$ cat config.mk
export PLATFORM = sky130hd
export DESIGN_NAME = axi4lite_cfg_bridge
export DESIGN_NICKNAME = d
export VERILOG_FILES = /design/src/rtl/axi4lite_cfg_bridge.sv
export SDC_FILE = /design/constraint.sdc
export NUM_CORES = 1
export LEC_CHECK = 0
export ABC_CLOCK_PERIOD_IN_PS = 6300
export CORE_MARGIN = 10
export CORE_UTILIZATION = 43
export CTS_CLUSTER_DIAMETER = 200
export DETAILED_ROUTE_END_ITERATION = 6
export HOLD_SLACK_MARGIN = 0.03
export PLACE_DENSITY = 0.9
export SYNTH_ARGS = -nofsm -noshare
export SYNTH_HDL_FRONTEND = slang
export SYNTH_SLANG_ARGS = --single-unit
$ cat constraint.sdc
create_clock -name clk -period 6.3 [get_ports clk]
set_clock_uncertainty 0.05 [all_clocks]
set_input_delay 1.26 -clock clk [delete_from_list [all_inputs] [get_ports clk]]
set_output_delay 1.26 -clock clk [all_outputs]
set_load 0.05 [all_outputs]
$ cat src/rtl/axi4lite_cfg_bridge.sv
// AXI4-Lite slave bridging register accesses onto a single-cycle cfg bus.
// Write and read paths are independent FSMs; every output is registered.
module axi4lite_cfg_bridge #(
    parameter int AXI_WIDTH  = 32,
    parameter int AXI_AWIDTH = 32,
    parameter int CFG_AWIDTH = 5,
    parameter int CFG_DEPTH  = 2 ** CFG_AWIDTH,
    parameter int RD_LATENCY = 1
) (
    input  logic                    clk,
    input  logic                    rst,
    output logic [AXI_WIDTH-1:0]    cfg_wr_data,
    output logic [AXI_WIDTH/8-1:0]  cfg_wr_strb,
    output logic [CFG_AWIDTH-1:0]   cfg_wr_addr,
    output logic                    cfg_wr_en,
    input  logic [AXI_WIDTH-1:0]    cfg_rd_data,
    output logic [CFG_AWIDTH-1:0]   cfg_rd_addr,
    output logic                    cfg_rd_en,
    input  logic [AXI_AWIDTH-1:0]   axi_awaddr,
    input  logic [2:0]              axi_awprot,
    input  logic                    axi_awvalid,
    output logic                    axi_awready,
    input  logic [AXI_WIDTH-1:0]    axi_wdata,
    input  logic [AXI_WIDTH/8-1:0]  axi_wstrb,
    input  logic                    axi_wvalid,
    output logic                    axi_wready,
    output logic [1:0]              axi_bresp,
    output logic                    axi_bvalid,
    input  logic                    axi_bready,
    input  logic [AXI_AWIDTH-1:0]   axi_araddr,
    input  logic [2:0]              axi_arprot,
    input  logic                    axi_arvalid,
    output logic                    axi_arready,
    output logic [AXI_WIDTH-1:0]    axi_rdata,
    output logic [1:0]              axi_rresp,
    output logic                    axi_rvalid,
    input  logic                    axi_rready
);

    localparam int SW  = AXI_WIDTH / 8;
    localparam int LSB = $clog2(SW);
    localparam logic [CFG_AWIDTH:0] DEPTH = (CFG_AWIDTH + 1)'(CFG_DEPTH);
    localparam logic [2:0] LAST = 3'(RD_LATENCY - 1);

    typedef enum logic [1:0] {W_COLLECT, W_ISSUE, W_RESP} w_state_t;
    typedef enum logic [1:0] {R_IDLE, R_WAIT, R_RESP} r_state_t;

    w_state_t w_state;
    r_state_t r_state;

    logic                  aw_held;
    logic                  w_held;
    logic [CFG_AWIDTH-1:0] aw_idx;
    logic [AXI_WIDTH-1:0]  wdata_q;
    logic [SW-1:0]         wstrb_q;
    logic                  ar_oor;
    logic [2:0]            rd_cnt;

    logic                  aw_hs;
    logic                  w_hs;
    logic                  ar_hs;
    logic                  aw_have;
    logic                  w_have;
    logic [CFG_AWIDTH-1:0] wr_idx;
    logic [AXI_WIDTH-1:0]  wr_data;
    logic [SW-1:0]         wr_strb;
    logic                  wr_oor;
    logic [CFG_AWIDTH-1:0] rd_idx;
    logic                  rd_oor;
    logic                  unused_addr_bits;

    // Only the register index is decoded; base, byte offset and prot are dropped.
    assign unused_addr_bits = ^{axi_awaddr, axi_araddr, axi_awprot, axi_arprot};

    always_comb begin
        aw_hs   = axi_awvalid && axi_awready;
        w_hs    = axi_wvalid && axi_wready;
        ar_hs   = axi_arvalid && axi_arready;
        aw_have = aw_held || aw_hs;
        w_have  = w_held || w_hs;
        wr_idx  = aw_held ? aw_idx : axi_awaddr[LSB +: CFG_AWIDTH];
        wr_data = w_held ? wdata_q : axi_wdata;
        wr_strb = w_held ? wstrb_q : axi_wstrb;
        wr_oor  = {1'b0, wr_idx} >= DEPTH;
        rd_idx  = axi_araddr[LSB +: CFG_AWIDTH];
        rd_oor  = {1'b0, rd_idx} >= DEPTH;
    end

    always_ff @(posedge clk or posedge rst) begin
        if (rst) begin
            w_state     <= W_COLLECT;
            aw_held     <= 1'b0;
            w_held      <= 1'b0;
            aw_idx      <= '0;
            wdata_q     <= '0;
            wstrb_q     <= '0;
            axi_awready <= 1'b0;
            axi_wready  <= 1'b0;
            axi_bvalid  <= 1'b0;
            axi_bresp   <= 2'b00;
            cfg_wr_en   <= 1'b0;
            cfg_wr_addr <= '0;
            cfg_wr_data <= '0;
            cfg_wr_strb <= '0;
        end else begin
            cfg_wr_en <= 1'b0;
            unique case (w_state)
                W_COLLECT: begin
                    if (aw_hs) begin
                        aw_held <= 1'b1;
                        aw_idx  <= axi_awaddr[LSB +: CFG_AWIDTH];
                    end
                    if (w_hs) begin
                        w_held  <= 1'b1;
                        wdata_q <= axi_wdata;
                        wstrb_q <= axi_wstrb;
                    end
                    if (aw_have && w_have) begin
                        aw_held     <= 1'b0;
                        w_held      <= 1'b0;
                        axi_awready <= 1'b0;
                        axi_wready  <= 1'b0;
                        cfg_wr_en   <= !wr_oor && (|wr_strb);
                        cfg_wr_addr <= wr_idx;
                        cfg_wr_data <= wr_data;
                        cfg_wr_strb <= wr_strb;
                        axi_bvalid  <= 1'b1;
                        axi_bresp   <= wr_oor ? 2'b10 : 2'b00;
                        w_state     <= W_ISSUE;
                    end else begin
                        axi_awready <= !aw_have;
                        axi_wready  <= !w_have;
                    end
                end
                // bvalid is already visible in W_ISSUE, so a B handshake counts there too.
                W_ISSUE, W_RESP: begin
                    if (axi_bready) begin
                        axi_bvalid  <= 1'b0;
                        axi_bresp   <= 2'b00;
                        axi_awready <= 1'b1;
                        axi_wready  <= 1'b1;
                        w_state     <= W_COLLECT;
                    end else begin
                        w_state <= W_RESP;
                    end
                end
                default: w_state <= W_COLLECT;
            endcase
        end
    end

    always_ff @(posedge clk or posedge rst) begin
        if (rst) begin
            r_state     <= R_IDLE;
            ar_oor      <= 1'b0;
            rd_cnt      <= '0;
            axi_arready <= 1'b0;
            axi_rvalid  <= 1'b0;
            axi_rresp   <= 2'b00;
            axi_rdata   <= '0;
            cfg_rd_en   <= 1'b0;
            cfg_rd_addr <= '0;
        end else begin
            cfg_rd_en <= 1'b0;
            unique case (r_state)
                R_IDLE: begin
                    if (ar_hs) begin
                        axi_arready <= 1'b0;
                        ar_oor      <= rd_oor;
                        cfg_rd_en   <= !rd_oor;
                        cfg_rd_addr <= rd_idx;
                        rd_cnt      <= '0;
                        r_state     <= R_WAIT;
                    end else begin
                        axi_arready <= 1'b1;
                    end
                end
                R_WAIT: begin
                    if (rd_cnt == LAST) begin
                        axi_rdata  <= ar_oor ? '0 : cfg_rd_data;
                        axi_rresp  <= ar_oor ? 2'b10 : 2'b00;
                        axi_rvalid <= 1'b1;
                        r_state    <= R_RESP;
                    end else begin
                        rd_cnt <= rd_cnt + 3'd1;
                    end
                end
                R_RESP: begin
                    if (axi_rready) begin
                        axi_rvalid  <= 1'b0;
                        axi_rresp   <= 2'b00;
                        axi_arready <= 1'b1;
                        r_state     <= R_IDLE;
                    end
                end
                default: r_state <= R_IDLE;
            endcase
        end
    end

endmodule
### Cell outlines without signal wires, run 1

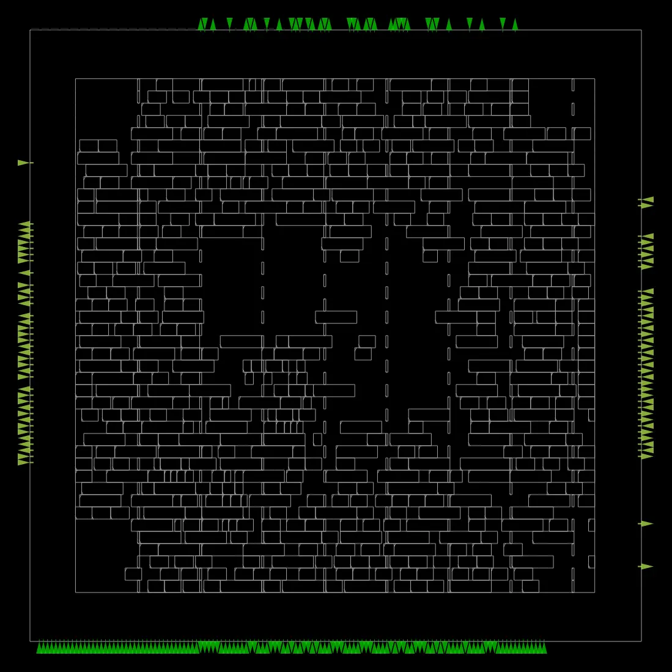
Core ar.: 0.01319 mm2
final core utilization: 0.6203

### Signal wires by layer, run 1

Bar = 50 um.
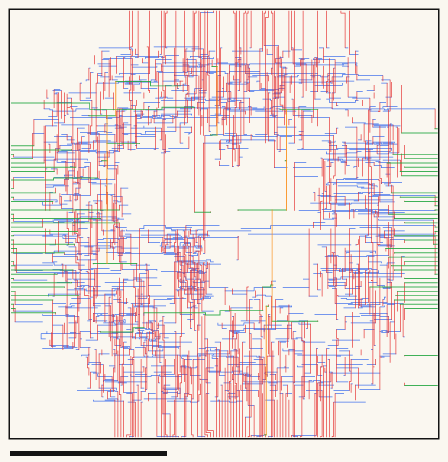
M2 -> red  # wire length 7320 um
M3 -> green  # wire length 1050 um
M4 -> orange  # wire length 188 um
M1 -> blue  # wire length 4990 um

==> Changelog: implementation, run 1 <==
### Metrics

- Placed cell area: 0.007552 mm2
- Chip area: 0.01848 mm2
- Drt first-iter violations: 112
- Root cell of the clock tree: clkbuf_16
- Area grow syn2layout: 41.51%
- Synth mux share: 0.3185
- Hold bufs inserted after CTS: 0
- Gate Count Post-Synth: 380
- Log Warnings: 88
- Largest net degree at the start of global routing: 83
- Worst-skew pair later-pin latency: 420 ps
- Critical path arrival: 1770 ps
- DRC Markers: 0
- # port buffers: 169
- Worst setup SP type: register
- Outcome: complete, no violations
- Req. time, crit path: 4990 ps
- Synth Area in Adders: 0.008656
- Die width: 136.0 um
- Layout fillers: 1002
- Initial antenna violation count: 0
- Final setup vio count: 0
- # diodes: 0
- DP Wirelength: 9.930 mm
- Crit-path cells: clkdlybuf4s50_1
- CTS Buffer Depth: 2
- # Cells Yosys: 380
- Hold Path Class: register to register
- Pre-antenna DRT Iters: 4
- Design area: 0.008182 mm2
- H-tree depth: 4
- Worst slew pin tran: 1011 ps
- Setup Crit Path Kind: register to primary output
- Vias in the first global route: 4199
- Buf+Inv Stages, Crit Path: 1
- Worst relative slew slack: 0.3251
- Syn_area_per_cell: 15.22 um2
- Ao+oa area frac: 0.02662
- Power Density: 636.9 mW/mm2
- Die extent in y: 136.0 um
- Synth Cell Area: 0.005782 mm2
- Max rail drop VDD: 0.3375 mV
- TNS Setup: 0 ps
- Clock Sinks: 135
- Yosys chip area: 0.005782 mm2
- Largest type area fraction: 0.5843
- Worst-path clk slew: 60 ps
- Synth area leader: dfrtp_1
### M4 wires, run 1

Supply wires on this layer in grey.
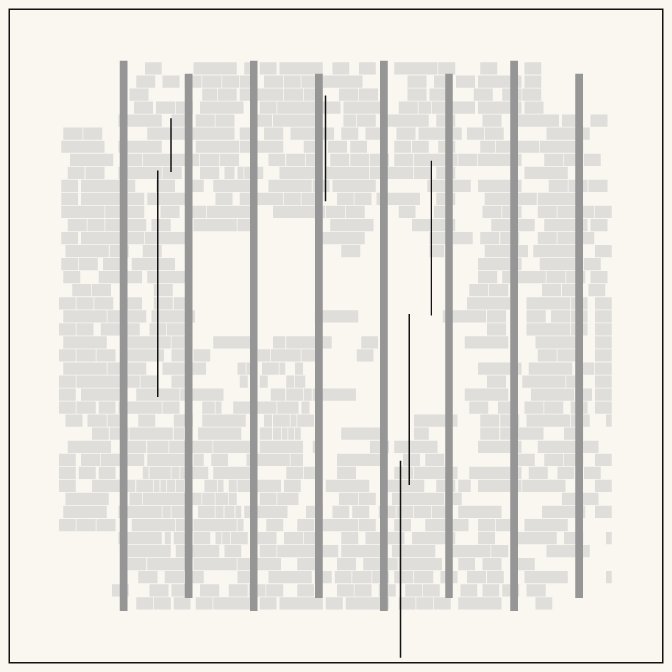
main direction = vertical
wire length on this layer = 188 um
longest straight run = 46.9 um
nets with wire on the layer = 3
share of all routed wire = 1.4%
drt total wl: 13.55 mm
via count: 3693

[run 1: sequential cells by signal, indices dropped and copies added (netlist names), 2 cells and up]
signal and flops:
rd_cnt 3, cfg_wr_strb 4, wdata_q 32, cfg_rd_addr 5
wstrb_q 4, cfg_wr_data 32, axi_rdata 32, cfg_wr_addr 5
r_state 2, w_state 2, aw_idx 5
[run 1: cell families (layout without fill, tap and decap cells)]
logic type               after synthesis  count (layout)
multiplexers                         164             164
flip-flops                           135             135
buffers and inverters                 28             210
AND-OR/OR-AND                         25              25
AND/OR/NAND/NOR                       23              23
adder cells (fa/ha/maj)                4               4
other                                  1               4
[run 1: power by group]
part	total (mW)	switching, mW	internal [mW]
clock	1.04	0.375	0.663
combinational	2.59	1.50	1.09
sequential	1.58	0.280	1.30
total	5.21	2.16	3.05
[run 1: cell usage in the layout (no fill, tap or decap), types with 5 or more instances in the layout]
cell type        instances
mux2_2                 150
clkdlybuf4s50_1        169
o21ai_0                  8
nor2_1                   5
dfrtp_1                134
inv_1                    5
a21oi_1                  6
mux2_1                  10
clkbuf_16               17
[run 1: layout make-up]
class / instances / area [um2] / share of cell area
tap: 176 / 220.2 / 0.02692
inverter: 7 / 28.78 / 0.003517
timing repair buffer: 171 / 1707 / 0.2086
clock inverter: 15 / 203.9 / 0.02493
multi-input combinational: 220 / 2217 / 0.2710
clock buffer: 17 / 425.4 / 0.05200
sequential: 135 / 3379 / 0.4131
[run 1: through the flow]
step                power (mW)  utilization  std cells  hold WS [ps]  setup slack, ps
floorplan                3.400            -        383         423.7             1379
detailed placement       4.224       0.5726        709         428.4             2834
CTS                      5.281       0.6203        741         441.9             3183
global route             5.471       0.6203        741         458.4             3146
finish                   5.211       0.6203        741         436.8             3221
global placement         4.120       0.5726        709         421.0             2924
[run 1: layer usage]
metal / wire length, um / global-route usage
met1: 4988 / 0.1544
met2: 7318 / 0.2708
met3: 1051 / 0.06052
met4: 187 / 0.05740
met5: 0 / 0
[run 1: cells in the mapped netlist (3+ instances only)]
| cell type | instances |
|---|---|
| mux2_1 | 10 |
| buf_4 | 4 |
| ha_1 | 4 |
| buf_2 | 8 |
| o21ai_0 | 8 |
| nor2_1 | 5 |
| mux2_2 | 150 |
| nand3_1 | 3 |
| dfrtp_1 | 135 |
| buf_6 | 9 |
| inv_1 | 6 |
| nand2_1 | 4 |
| a21oi_1 | 6 |
| mux2i_1 | 4 |
[run 1: worst paths after layout]
kind | slack, ps | start | cells after the start | endpoint
max | 3220 | axi_wready | 1 | axi_wready
min in group asynchronous | 1390 | rst | 2 | axi_rdata[13]
max reg2reg | 3690 | w_state[0] | 4 | wdata_q[6]
min | 440 | axi_rdata[12] | 1 | axi_rdata[12]
max in group asynchronous | 3560 | rst | 3 | axi_rdata[2]
min reg2reg | 440 | axi_rdata[12] | 1 | axi_rdata[12]
==> run 2, diff against run 1 <==
--- a/config.mk
+++ b/config.mk
@@ -5,7 +5,7 @@
 export SDC_FILE = /design/constraint.sdc
 export NUM_CORES = 1
 export LEC_CHECK = 0
-export ABC_CLOCK_PERIOD_IN_PS = 6300
+export ABC_CLOCK_PERIOD_IN_PS = 3000
 export CORE_MARGIN = 10
 export CORE_UTILIZATION = 43
 export CTS_CLUSTER_DIAMETER = 200
==> constraint.sdc (replaced) <==
create_clock -name clk -period 3 [get_ports clk]
set_clock_uncertainty 0.05 [all_clocks]
set_input_delay 0.6 -clock clk [delete_from_list [all_inputs] [get_ports clk]]
set_output_delay 0.6 -clock clk [all_outputs]
set_load 0.05 [all_outputs]
==> run 2 against run 1 <==
  * Combinational power is 120% higher
  * Die size stayed put
  * Setup slack worse by 2700 ps
==> Changelog: implementation, run 2 <==
### Metrics

- Outcome: complete, no violations
- Log Warnings: 88 (unchanged)
- Largest net degree at the start of global routing: 77 (-7.2%)
- Reg power frac: 0.292 (-0.012)
- Pint: 6.563 mW (+110%)
- Hold Path Class: register to register
- Max rail drop VDD: 0.6274 mV (+86%)
- Vias in the first global route: 4151 (-1.1%)
- Worst-skew pair later-pin latency: 410 ps (about the same)
- Final setup margin: 559.5 ps (-2662 ps)
- # diodes: 0 (unchanged)
- H-tree depth: 4 (unchanged)
- Most frequent cells in the layout: clkdlybuf4s50_1 (169), mux2_2 (150), dfrtp_1 (134)
- Power Density: 1337 mW/mm2 (+110%)
- Worst-path clk slew: 60 ps (about the same)
- Clk pwr share: 0.205 (+0.006)
- Setup Crit Path Kind: register to primary output
- # Cells Yosys: 380 (unchanged)
- Pre-antenna DRT Iters: 4 (unchanged)
- Synth cell count leaders: mux2_2 (150), dfrtp_1 (135), mux2_1 (10)
- Sw frac: 0.4074 (-0.006469)
- DP Wirelength: 10.14 mm (+2.1%)
- Area grow syn2layout: 43.26%
- Worst slew pin tran: 593.6 ps (-417.6 ps)
- Largest type area fraction: 0.5843 (unchanged)
- Buf+Inv Stages, Crit Path: 1 (unchanged)
- Clock Sinks: 135 (unchanged)
- Chip area: 0.01848 mm2 (unchanged)
- Comb pwr share: 0.503 (+0.006)
- Switching Power: 4.511 mW (+110%)
- Synth Cell Area: 0.005782 mm2 (unchanged)
- Initial antenna violation count: 0 (unchanged)
- Hold WS: 435.9 ps (-0.9170 ps)
- Worst setup SP type: register
- TNS Setup: 0 ps (unchanged)
- Crit-path cells: clkdlybuf4s50_1
- Synth area leader: dfrtp_1
- DRC Markers: 0 (unchanged)
- # port buffers: 169 (unchanged)
- Core ar.: 0.01319 mm2 (unchanged)
- Final core utilization: 0.6280 (+0.007683)
run 2: cell types whose count changed in the layout (fill, tap and decap cells not counted), sizes merged:
cell    change
clkinv      -1
clkbuf      +2
buf         +5
inv         -2
bufinv      +1
run 2: worst paths after layout:
kind	to	startpoint	slack, ps	depth (start not counted)
worst min register to register	axi_rdata[14]	axi_rdata[14]	440	1
max in group asynchronous	w_held	rst	1910	3
worst min-delay path	axi_rdata[14]	axi_rdata[14]	440	1
worst max-delay path	axi_wready	axi_wready	560	1
min in group asynchronous	axi_rdata[10]	rst	600	3
worst max register to register	wdata_q[27]	w_state[1]	780	5
run 2: per-layer routing:
metal / track usage / routed length (um)
met1: 0.1602 / 5115
met2: 0.2584 / 7061
met3: 0.07122 / 1243
met4: 0.05917 / 252
met5: 0 / 0
run 2: kinds of logic after synthesis:
kind of cell | after synthesis | synth area share
DFF | 135 | 0.5843
and+or+nand+nor | 23 | 0.02705
AOI/OAI and AO/OA | 25 | 0.02662
muxes | 164 | 0.3185
other | 1 | 0.0006486
buffers and inverters | 28 | 0.03419
adders and majority gates | 4 | 0.008656
run 2: final cells by class:
| class | count | area [um2] |
|---|---|---|
| Tap cell | 176 | 220.2 |
| Multi-Input combinational cell | 220 | 2217 |
| Clock buffer | 19 | 452.9 |
| Sequential cell | 135 | 3379 |
| Clock inverter | 13 | 201.4 |
| Fill cell | 993 | 4907 |
| Timing Repair Buffer | 176 | 1782 |
| Inverter | 7 | 30.03 |
run 2: worst register-to-register path, stage by stage (launching register included):
cell and delay (ps):
dfrtp_1 390, inv_1 80, ha_1 490, nand3_2 460, buf_12 340, mux2_2 290
run 2: power groups by stage:
stage / clock, mW / sequential [mW] / combinational (mW)
after floorplan: 0 / 5.20 / 1.94
after global placement: 0 / 3.18 / 5.50
after detailed placement: 0 / 3.27 / 5.63
after CTS: 2.33 / 3.24 / 5.65
after global routing: 2.40 / 3.35 / 5.86
final: 2.27 / 3.24 / 5.57
### Met3 routing, run 2

Bar = 50 um.
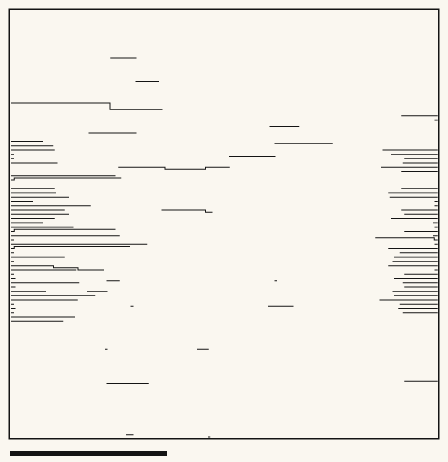
wire length on this layer = 1240 um
longest straight run = 43.0 um
drt total wl: 13.67 mm
via count: 3708
GRT met3 Usage: 0.07122

### Signal wires by layer, run 2

Bar = 50 um.
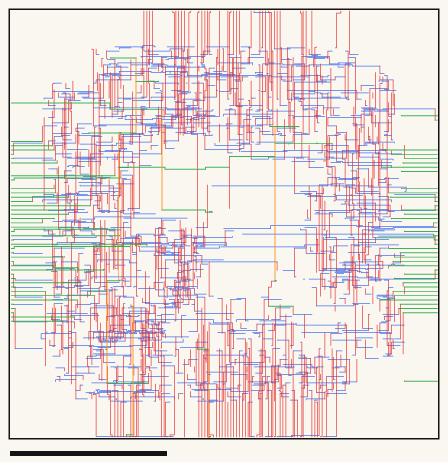
M3 -> green  # wire length 1240 um
M2 -> red  # wire length 7060 um
M1 -> blue  # wire length 5120 um
M4 -> orange  # wire length 253 um
total global-route track usage: 0.1519
DR WL/cell: 18.33 um

No activity file was given, so power comes from the tool's default toggle rates.
